==> src/rtl/fan_pwm_climate_ctrl_if.sv <==
// Sensor/mode inputs and fan drive outputs of the climate fan controller.
// The master side is the host/sensor; the slave side is the controller.
interface fan_pwm_climate_ctrl_if #(
  parameter int PWM_BITS = 8
);
  logic [7:0]          temp;
  logic [7:0]          hum;
  logic                sample_valid;
  logic [1:0]          mode;
  logic [PWM_BITS-1:0] manual_duty;
  logic                fan_pwm;
  logic                fan_enable;
  logic [PWM_BITS-1:0] duty;
  logic [1:0]          level;
  logic                stale;

  modport master (
    output temp, hum, sample_valid, mode, manual_duty,
    input  fan_pwm, fan_enable, duty, level, stale
  );

  modport slave (
    input  temp, hum, sample_valid, mode, manual_duty,
    output fan_pwm, fan_enable, duty, level, stale
  );
endinterface

==> src/rtl/fan_pwm_climate_ctrl.sv <==
// Four-level fan controller with hysteresis, humidity boost, stale-sensor
// failsafe and a ramped PWM whose duty only changes on period boundaries.
module fan_pwm_climate_ctrl #(
  parameter int PWM_BITS    = 8,
  parameter int PWM_DIV     = 195,
  parameter int T_ON        = 26,
  parameter int T_MID       = 29,
  parameter int T_HIGH      = 32,
  parameter int HYST        = 1,
  parameter int H_MAX       = 80,
  parameter int DUTY_LOW    = 96,
  parameter int DUTY_MID    = 176,
  parameter int DUTY_HIGH   = 255,
  parameter int RAMP_STEP   = 16,
  parameter int TIMEOUT_CYC = 150_000_000
) (
  input logic                  clk,
  input logic                  rst,
  fan_pwm_climate_ctrl_if.slave bus
);
  localparam int PRESC_W = (PWM_DIV > 1) ? $clog2(PWM_DIV) : 1;
  localparam int STALE_W = $clog2(TIMEOUT_CYC + 1);

  localparam logic [PRESC_W-1:0]  PRESC_MAX = PRESC_W'(PWM_DIV - 1);
  localparam logic [STALE_W-1:0]  STALE_MAX = STALE_W'(TIMEOUT_CYC);
  localparam logic [PWM_BITS-1:0] DUTY_MAX  = '1;
  localparam logic [PWM_BITS-1:0] DUTY_L    = PWM_BITS'(DUTY_LOW);
  localparam logic [PWM_BITS-1:0] DUTY_M    = PWM_BITS'(DUTY_MID);
  localparam logic [PWM_BITS-1:0] DUTY_H    = PWM_BITS'(DUTY_HIGH);

  localparam logic [7:0] TH_ON    = 8'(T_ON);
  localparam logic [7:0] TH_MID   = 8'(T_MID);
  localparam logic [7:0] TH_HIGH  = 8'(T_HIGH);
  // Descent thresholds clamp at 0 so a small threshold never wraps.
  localparam logic [7:0] TH_ON_H   = (T_ON   > HYST) ? 8'(T_ON   - HYST) : 8'd0;
  localparam logic [7:0] TH_MID_H  = (T_MID  > HYST) ? 8'(T_MID  - HYST) : 8'd0;
  localparam logic [7:0] TH_HIGH_H = (T_HIGH > HYST) ? 8'(T_HIGH - HYST) : 8'd0;
  localparam logic [7:0] HUM_MAX   = 8'(H_MAX);

  localparam logic [1:0] MODE_AUTO   = 2'b00;
  localparam logic [1:0] MODE_OFF    = 2'b01;
  localparam logic [1:0] MODE_MANUAL = 2'b10;
  localparam logic [1:0] MODE_FULL   = 2'b11;

  typedef enum logic [1:0] {L0, L1, L2, L3} level_t;

  function automatic logic [1:0] count_ge(input logic [7:0] t, input logic [7:0] a,
                                          input logic [7:0] b, input logic [7:0] c);
    return {1'b0, t >= a} + {1'b0, t >= b} + {1'b0, t >= c};
  endfunction

  function automatic logic [1:0] max2(input logic [1:0] a, input logic [1:0] b);
    return (a > b) ? a : b;
  endfunction

  function automatic logic [1:0] min2(input logic [1:0] a, input logic [1:0] b);
    return (a < b) ? a : b;
  endfunction

  function automatic logic [STALE_W-1:0] sat_inc(input logic [STALE_W-1:0] v);
    return (v == STALE_MAX) ? v : v + 1'b1;
  endfunction

  // Step toward the target by at most RAMP_STEP, never overshooting it.
  function automatic logic [PWM_BITS-1:0] ramp_toward(input logic [PWM_BITS-1:0] cur,
                                                      input logic [PWM_BITS-1:0] tgt);
    if (tgt > cur) begin
      if (int'(tgt - cur) > RAMP_STEP) return cur + PWM_BITS'(RAMP_STEP);
      return tgt;
    end
    if (int'(cur - tgt) > RAMP_STEP) return cur - PWM_BITS'(RAMP_STEP);
    return tgt;
  endfunction

  logic [PRESC_W-1:0]  presc_q, presc_d;
  logic [PWM_BITS-1:0] pwm_cnt_q, pwm_cnt_d;
  logic [PWM_BITS-1:0] duty_q, duty_d, target;
  logic [STALE_W-1:0]  stale_cnt_q, stale_cnt_d;
  level_t              level_q, level_d;
  logic                fan_pwm_q, fan_pwm_d;
  logic                fan_en_q, fan_en_d;
  logic                tick, boundary, stale;
  logic [1:0]          up, hold, nxt;

  always_comb begin
    tick      = (presc_q == PRESC_MAX);
    boundary  = tick && (pwm_cnt_q == DUTY_MAX);
    presc_d   = tick ? '0 : presc_q + 1'b1;
    pwm_cnt_d = tick ? pwm_cnt_q + 1'b1 : pwm_cnt_q;

    stale       = (stale_cnt_q == STALE_MAX);
    stale_cnt_d = bus.sample_valid ? '0 : sat_inc(stale_cnt_q);

    up   = count_ge(bus.temp, TH_ON, TH_MID, TH_HIGH);
    hold = count_ge(bus.temp, TH_ON_H, TH_MID_H, TH_HIGH_H);
    nxt  = max2(up, min2(level_q, hold));
    if (bus.hum >= HUM_MAX) nxt = max2(nxt, 2'd2);
    level_d = bus.sample_valid ? level_t'(nxt) : level_q;

    target = '0;
    unique case (bus.mode)
      MODE_OFF:    target = '0;
      MODE_FULL:   target = DUTY_MAX;
      MODE_MANUAL: target = bus.manual_duty;
      MODE_AUTO: begin
        if (stale) target = DUTY_H;
        else begin
          unique case (level_q)
            L0: target = '0;
            L1: target = DUTY_L;
            L2: target = DUTY_M;
            L3: target = DUTY_H;
          endcase
        end
      end
    endcase

    // Duty is only reloaded on a period boundary, so no runt pulses.
    duty_d = duty_q;
    if (boundary) duty_d = (bus.mode == MODE_OFF) ? '0 : ramp_toward(duty_q, target);
    fan_en_d  = (duty_d != '0);
    fan_pwm_d = (duty_q == DUTY_MAX) || (pwm_cnt_q < duty_q);
  end

  always_ff @(posedge clk) begin
    if (rst) begin
      presc_q     <= '0;
      pwm_cnt_q   <= '0;
      duty_q      <= '0;
      stale_cnt_q <= '0;
      level_q     <= L0;
      fan_pwm_q   <= 1'b0;
      fan_en_q    <= 1'b0;
    end else begin
      presc_q     <= presc_d;
      pwm_cnt_q   <= pwm_cnt_d;
      duty_q      <= duty_d;
      stale_cnt_q <= stale_cnt_d;
      level_q     <= level_d;
      fan_pwm_q   <= fan_pwm_d;
      fan_en_q    <= fan_en_d;
    end
  end

  assign bus.fan_pwm    = fan_pwm_q;
  assign bus.fan_enable = fan_en_q;
  assign bus.duty       = duty_q;
  assign bus.level      = level_q;
  assign bus.stale      = stale;
endmodule

==> src/flat_wrapper.sv <==
// flat-port wrapper written by rule: the top's interface ports become plain ports
module fan_pwm_climate_ctrl_flat 
#(
  parameter int PWM_BITS    = 8,
  parameter int PWM_DIV     = 195,
  parameter int T_ON        = 26,
  parameter int T_MID       = 29,
  parameter int T_HIGH      = 32,
  parameter int HYST        = 1,
  parameter int H_MAX       = 80,
  parameter int DUTY_LOW    = 96,
  parameter int DUTY_MID    = 176,
  parameter int DUTY_HIGH   = 255,
  parameter int RAMP_STEP   = 16,
  parameter int TIMEOUT_CYC = 150_000_000
)
  (clk, rst, bus_temp, bus_hum, bus_sample_valid, bus_mode, bus_manual_duty, bus_fan_pwm, bus_fan_enable, bus_duty, bus_level, bus_stale);
  fan_pwm_climate_ctrl_if #(.PWM_BITS(PWM_BITS)) bus_i ();
  input logic clk;
  input logic rst;
  input wire logic [$bits(bus_i.temp)-1:0] bus_temp;
  input wire logic [$bits(bus_i.hum)-1:0] bus_hum;
  input wire logic [$bits(bus_i.sample_valid)-1:0] bus_sample_valid;
  input wire logic [$bits(bus_i.mode)-1:0] bus_mode;
  input wire logic [$bits(bus_i.manual_duty)-1:0] bus_manual_duty;
  output wire logic [$bits(bus_i.fan_pwm)-1:0] bus_fan_pwm;
  output wire logic [$bits(bus_i.fan_enable)-1:0] bus_fan_enable;
  output wire logic [$bits(bus_i.duty)-1:0] bus_duty;
  output wire logic [$bits(bus_i.level)-1:0] bus_level;
  output wire logic [$bits(bus_i.stale)-1:0] bus_stale;
  assign bus_i.temp = bus_temp;
  assign bus_i.hum = bus_hum;
  assign bus_i.sample_valid = bus_sample_valid;
  assign bus_i.mode = bus_mode;
  assign bus_i.manual_duty = bus_manual_duty;
  assign bus_fan_pwm = bus_i.fan_pwm;
  assign bus_fan_enable = bus_i.fan_enable;
  assign bus_duty = bus_i.duty;
  assign bus_level = bus_i.level;
  assign bus_stale = bus_i.stale;
  fan_pwm_climate_ctrl #(.PWM_BITS(PWM_BITS), .PWM_DIV(PWM_DIV), .T_ON(T_ON), .T_MID(T_MID), .T_HIGH(T_HIGH), .HYST(HYST), .H_MAX(H_MAX), .DUTY_LOW(DUTY_LOW), .DUTY_MID(DUTY_MID), .DUTY_HIGH(DUTY_HIGH), .RAMP_STEP(RAMP_STEP), .TIMEOUT_CYC(TIMEOUT_CYC)) u_core (.clk(clk), .rst(rst), .bus(bus_i));
endmodule
==> config.mk <==
export PLATFORM = sky130hd
export DESIGN_NAME = fan_pwm_climate_ctrl_flat
export DESIGN_NICKNAME = d
export VERILOG_FILES = /design/src/rtl/fan_pwm_climate_ctrl_if.sv /design/src/rtl/fan_pwm_climate_ctrl.sv /design/src/flat_wrapper.sv
export SDC_FILE = /design/constraint.sdc
export NUM_CORES = 1
export LEC_CHECK = 0
export ABC_CLOCK_PERIOD_IN_PS = 4900
export CAP_MARGIN = 20
export CORE_UTILIZATION = 58
export DETAILED_ROUTE_END_ITERATION = 10
export PLACE_DENSITY = 0.81
export SLEW_MARGIN = 20
export SYNTH_ARGS = -nofsm -noshare
export SYNTH_HDL_FRONTEND = slang
export SYNTH_SLANG_ARGS = --single-unit
==> constraint.sdc <==
create_clock -name clk -period 4.9 [get_ports clk]
set_clock_uncertainty 0.05 [all_clocks]
set_input_delay 0.735 -clock clk [delete_from_list [all_inputs] [get_ports clk]]
set_output_delay 0.735 -clock clk [all_outputs]
set_load 0.005 [all_outputs]
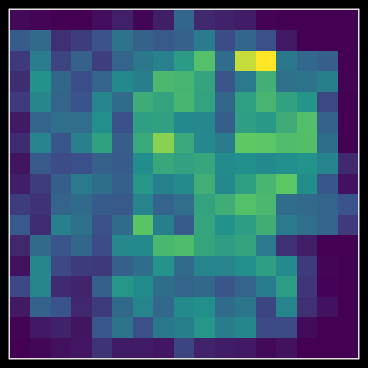
Figure 1: wiring heat map.
(4 px per µm) The die is cut into 17 by 17 equal tiles; dark purple is low, yellow is high, scaled to the fullest tile. Values are wire area over tile area, all layers added.
The mean over all tiles is 0.20. 20% of the tiles are over half the peak. The fullest tile reaches 0.62. 11% of the tiles are nearly empty.
detailed-route via count: 3765
WL final: 9.62 mm
GRT Total Usage: 27.7%

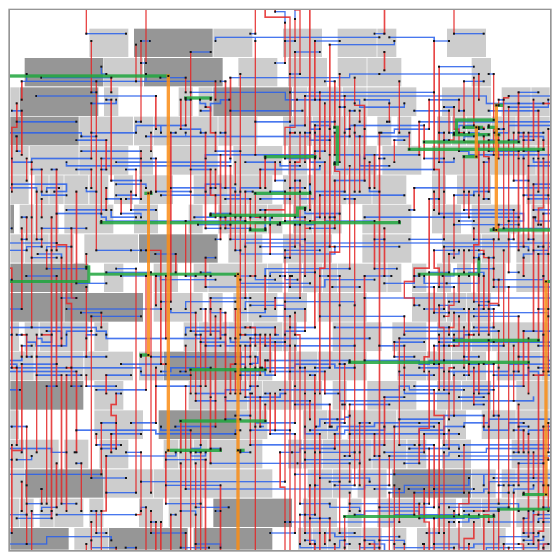
Figure 2: layout detail.
Region (18, 36) to (68, 86) µm. Cells in grey, sequential cells in the stronger grey; small squares are vias.
Key: metal 4 = orange; metal 3 = green; metal 1 = blue; metal 2 = red
Sequential cells in the window: 19. Most frequent: nor2_1 (24), ha_1 (24), dfxtp_1 (19). 223 logic cells have their middle in the window. Netlist names of flops here include `u_core.bus.duty` (8), `u_core.pwm_cnt_q` (6), `u_core.stale_cnt_q` (2).

==> results.cfg <==
; flow metrics
[cts]
htree_levels = 2
cts_setup_buffers = 0
path_clk_slew_ps = 90
cts_resized = 0
clk_path_buf_depth = 2
clock_sinks = 56
cts_tree = done
clk_latency_ps = 320
cts_buffers = 5
clockRootBuffer = clkbuf_8

[critical_path]
endpoint_kind = flop
rrSetupSlack_ps = 400
r2r-start = u_core.stale_cnt_q[0]
r2r_cells = 21
crit_type = input pin to flop
crit_arrival_ps = 4680
startpoint_type = input pin
path_max_fanout = 6
crit_required_ps = 5020

[synthesis]
mux_area_share_pct = 1.94
fp_nets = 573
synth.top_cells.by_area = dfxtp_1 27%, ha_1 10%, nor2_1 6.4%
adder_share_pct = 11.6
yosysSeqAreaShare_pct = 26.8
xor_share_pct = 8.99
flop_cell = dfxtp_1
compound_area_share_pct = 18.3
edf_count = 0
yosysWarnings = 0
syn_avg_cell_area_um2 = 8.26
syn-instance-count = 507
ys_async_sr_fraction_pct = 0
synth_area_um2 = 4190
ys_types = 79
ys_ff = 56
ys_area_um2 = 4190
simple_gate_area_share_pct = 27.6
top_cell_area_share_pct = 26.8
yosysTopAreaCell = dfxtp_1
ys_cells = 507
yosysMostFrequentCell = nor2_1
logic_family = simple AND/OR/NAND/NOR gates

[floorplanning]
pin_count = 42
fp.dieH_um = 87.0
chip_area_um2 = 7570
fp_util_pct = 61.0
chipWidth_um = 87.0
core_um2 = 6870
row_count = 30

[final_timing]
holdWs_ps = 423
rsz0062_at_grt = no
fmax_ghz = 0.219
post-route-period-util_pct = 93.0
relSlewSlack_pct = 51.3
setup_viol = 0
finalHoldViolCount = 0
tightestPinTransition_ps = 728
tns_ps = 0
drv_slew = 0
fin_crit_ps = 4560

[route]
avgRoutedWirePerCell_um = 14.9
route.detailed.drc = 0
viasPerCell = 5.83
first_iter_violations = 279
antenna_left = 0
dr.pass1.iters = 5

[layout]
area_delta_synth_final_pct = 14.7
drive_above_1_share_pct = 10.4
antenna_cells = 0
final_nets = 615

[hold_path]
whs_path_depth = 1
min-delay-start = u_core.presc_q[0]
worst_hold_path.endpoint = u_core.presc_q[0]
hold_class = flop to flop

[global_route]
antenna_found_initial = 0
grt_overflow_total = 0
grt_pass1_wl_mm = 16.6
grt_pass1_vias = 3619
grt_max_degree = 29

[power_and_ir_drop]
p_per_area_nw_per_um2 = 207
ir_drop_mv = 0.177
leakage_nw = 1.83

[outcome]
status = finished, final reports clean

[placement]
dpl.hpwl_mm = 7.64
place.gp.congestion = 0.979

[job]
tool_warnings = 42
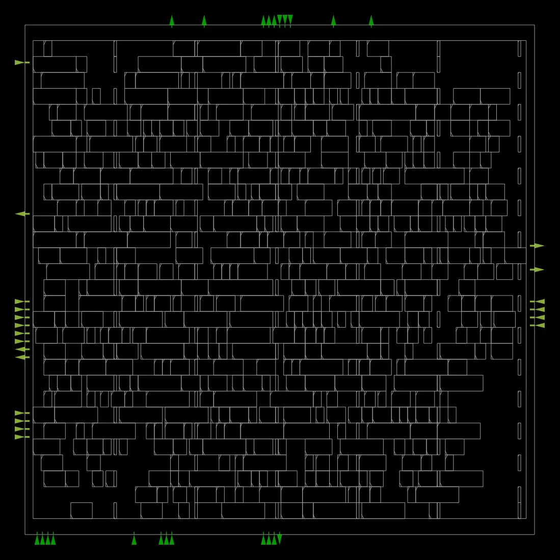
Figure 3: cell placement.
final std cells w/o fill: 646
Core Util, Final: 69.9%
flip-flops: 56

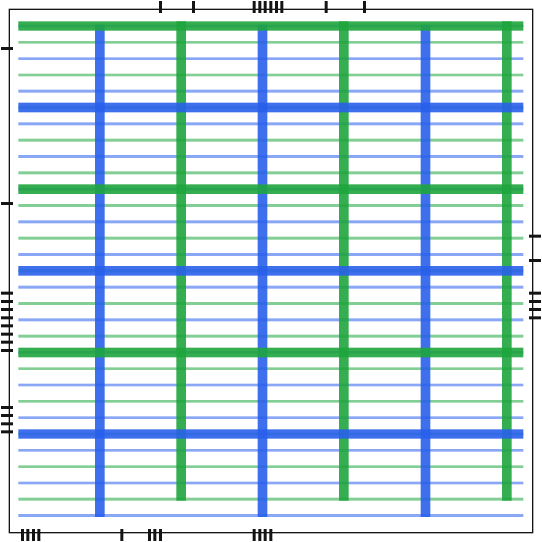
Figure 4: PDN straps and rails.
(6 px per µm) Pins as bars on the die edge.
Key: VDD = green; VSS = blue
6 straps on met4. The core has 30 rows. 31 met1 rails follow the rows. 6 straps on met5.

area by class of cell:
class	instances	area, µm²
Sequential cell	56	1120
Fill cell	569	2070
Clock buffer	6	82.6
Timing Repair Buffer	50	468
Clock inverter	2	38.8
Multi-Input combinational cell	408	2870
Inverter	28	105
Tap cell	96	120
layer usage:
layer	vias to the layer above	routed length (µm)	global-route usage, %
li1	1874	-	-
met1	1771	4250	34.9
met2	99	4740	48.2
met3	21	392	3.79
met4	0	229	9.70
met5	-	0	0
cells by family after synthesis:
group,Yosys count
adder cells (fa/ha/maj),37
buffers and inverters,43
multiplexers,8
flip-flops,56
AND-OR/OR-AND,106
AND/OR/NAND/NOR,214
XOR/XNOR,43
layout by cell type, fill, tap and decap left out, types with 3 or more instances in the layout:
master and n:
nand3_1 18, nand4_1 9, clkdlybuf4s50_1 37, inv_1 28, nor2_1 71, a22oi_1 4, buf_4 13, xor2_1 28
ha_1 34, nor4_1 3, o21a_1 3, dfxtp_1 56, o21ai_1 4, nand2b_1 8, and3_1 10, nor2b_1 5
o21ai_0 28, nor3b_1 3, or2_2 4, xnor2_1 15, nand2_1 39, mux2i_1 7, a21oi_1 23, clkbuf_8 6
a21o_1 8, or3_1 8, nor3_1 8, a31oi_1 5, fa_1 3
critical path, stage by stage:
cell	delay, ps
clkdlybuf4s50_1	480
or2_1	290
o21ai_1	300
o21bai_4	190
inv_1	80
ha_1	350
and2_4	180
o21a_1	120
a21oi_1	140
nor2_1	50
a2111oi_1	490
a31oi_1	210
o2111ai_4	230
a21boi_2	330
o21bai_1	200
a2bb2oi_1	240
nor2_1	60
registers in the layout, indices dropped and copies added, names as in the netlist:
name	count
u_core.pwm_cnt_q	8
u_core.bus.fan_pwm	1
u_core.presc_q	8
u_core.bus.duty	8
u_core.bus.level	2
u_core.stale_cnt_q	28
u_core.bus.fan_enable	1
power by group:
part	switching, mW	internal, mW	leakage [nW]
Combinational	0.112	0.0954	1.31
Sequential	0.00726	0.459	0.452
Clock	0.152	0.167	0.0614
Total	0.271	0.722	1.83
worst max path at each step:
| stage | start | end | slack [ps] | cells after the start |
|---|---|---|---|---|
| finish | bus_mode[1] | u_core.bus.duty[3] | 340 | 17 |
| detailed placement | bus_mode[1] | u_core.bus.fan_enable | 50 | 17 |
| global placement | bus_mode[1] | u_core.bus.fan_enable | 120 | 17 |
| global route | bus_mode[1] | u_core.bus.duty[2] | 120 | 17 |
| floorplan | bus_mode[0] | u_core.bus.fan_enable | 870 | 18 |
| CTS | bus_mode[1] | u_core.bus.fan_enable | 360 | 17 |
per-stage QoR:
| stage | total power, mW | instance area, µm² | cells |
|---|---|---|---|
| finish | 0.993 | 4800 | 646 |
| global route | 1.04 | 4800 | 646 |
| CTS | 0.995 | 4800 | 646 |
| detailed placement | 0.682 | 4680 | 638 |
| global placement | 0.675 | 4680 | 638 |
| floorplan | 0.620 | 4190 | 507 |
Power and IR drop assume default switching activity.
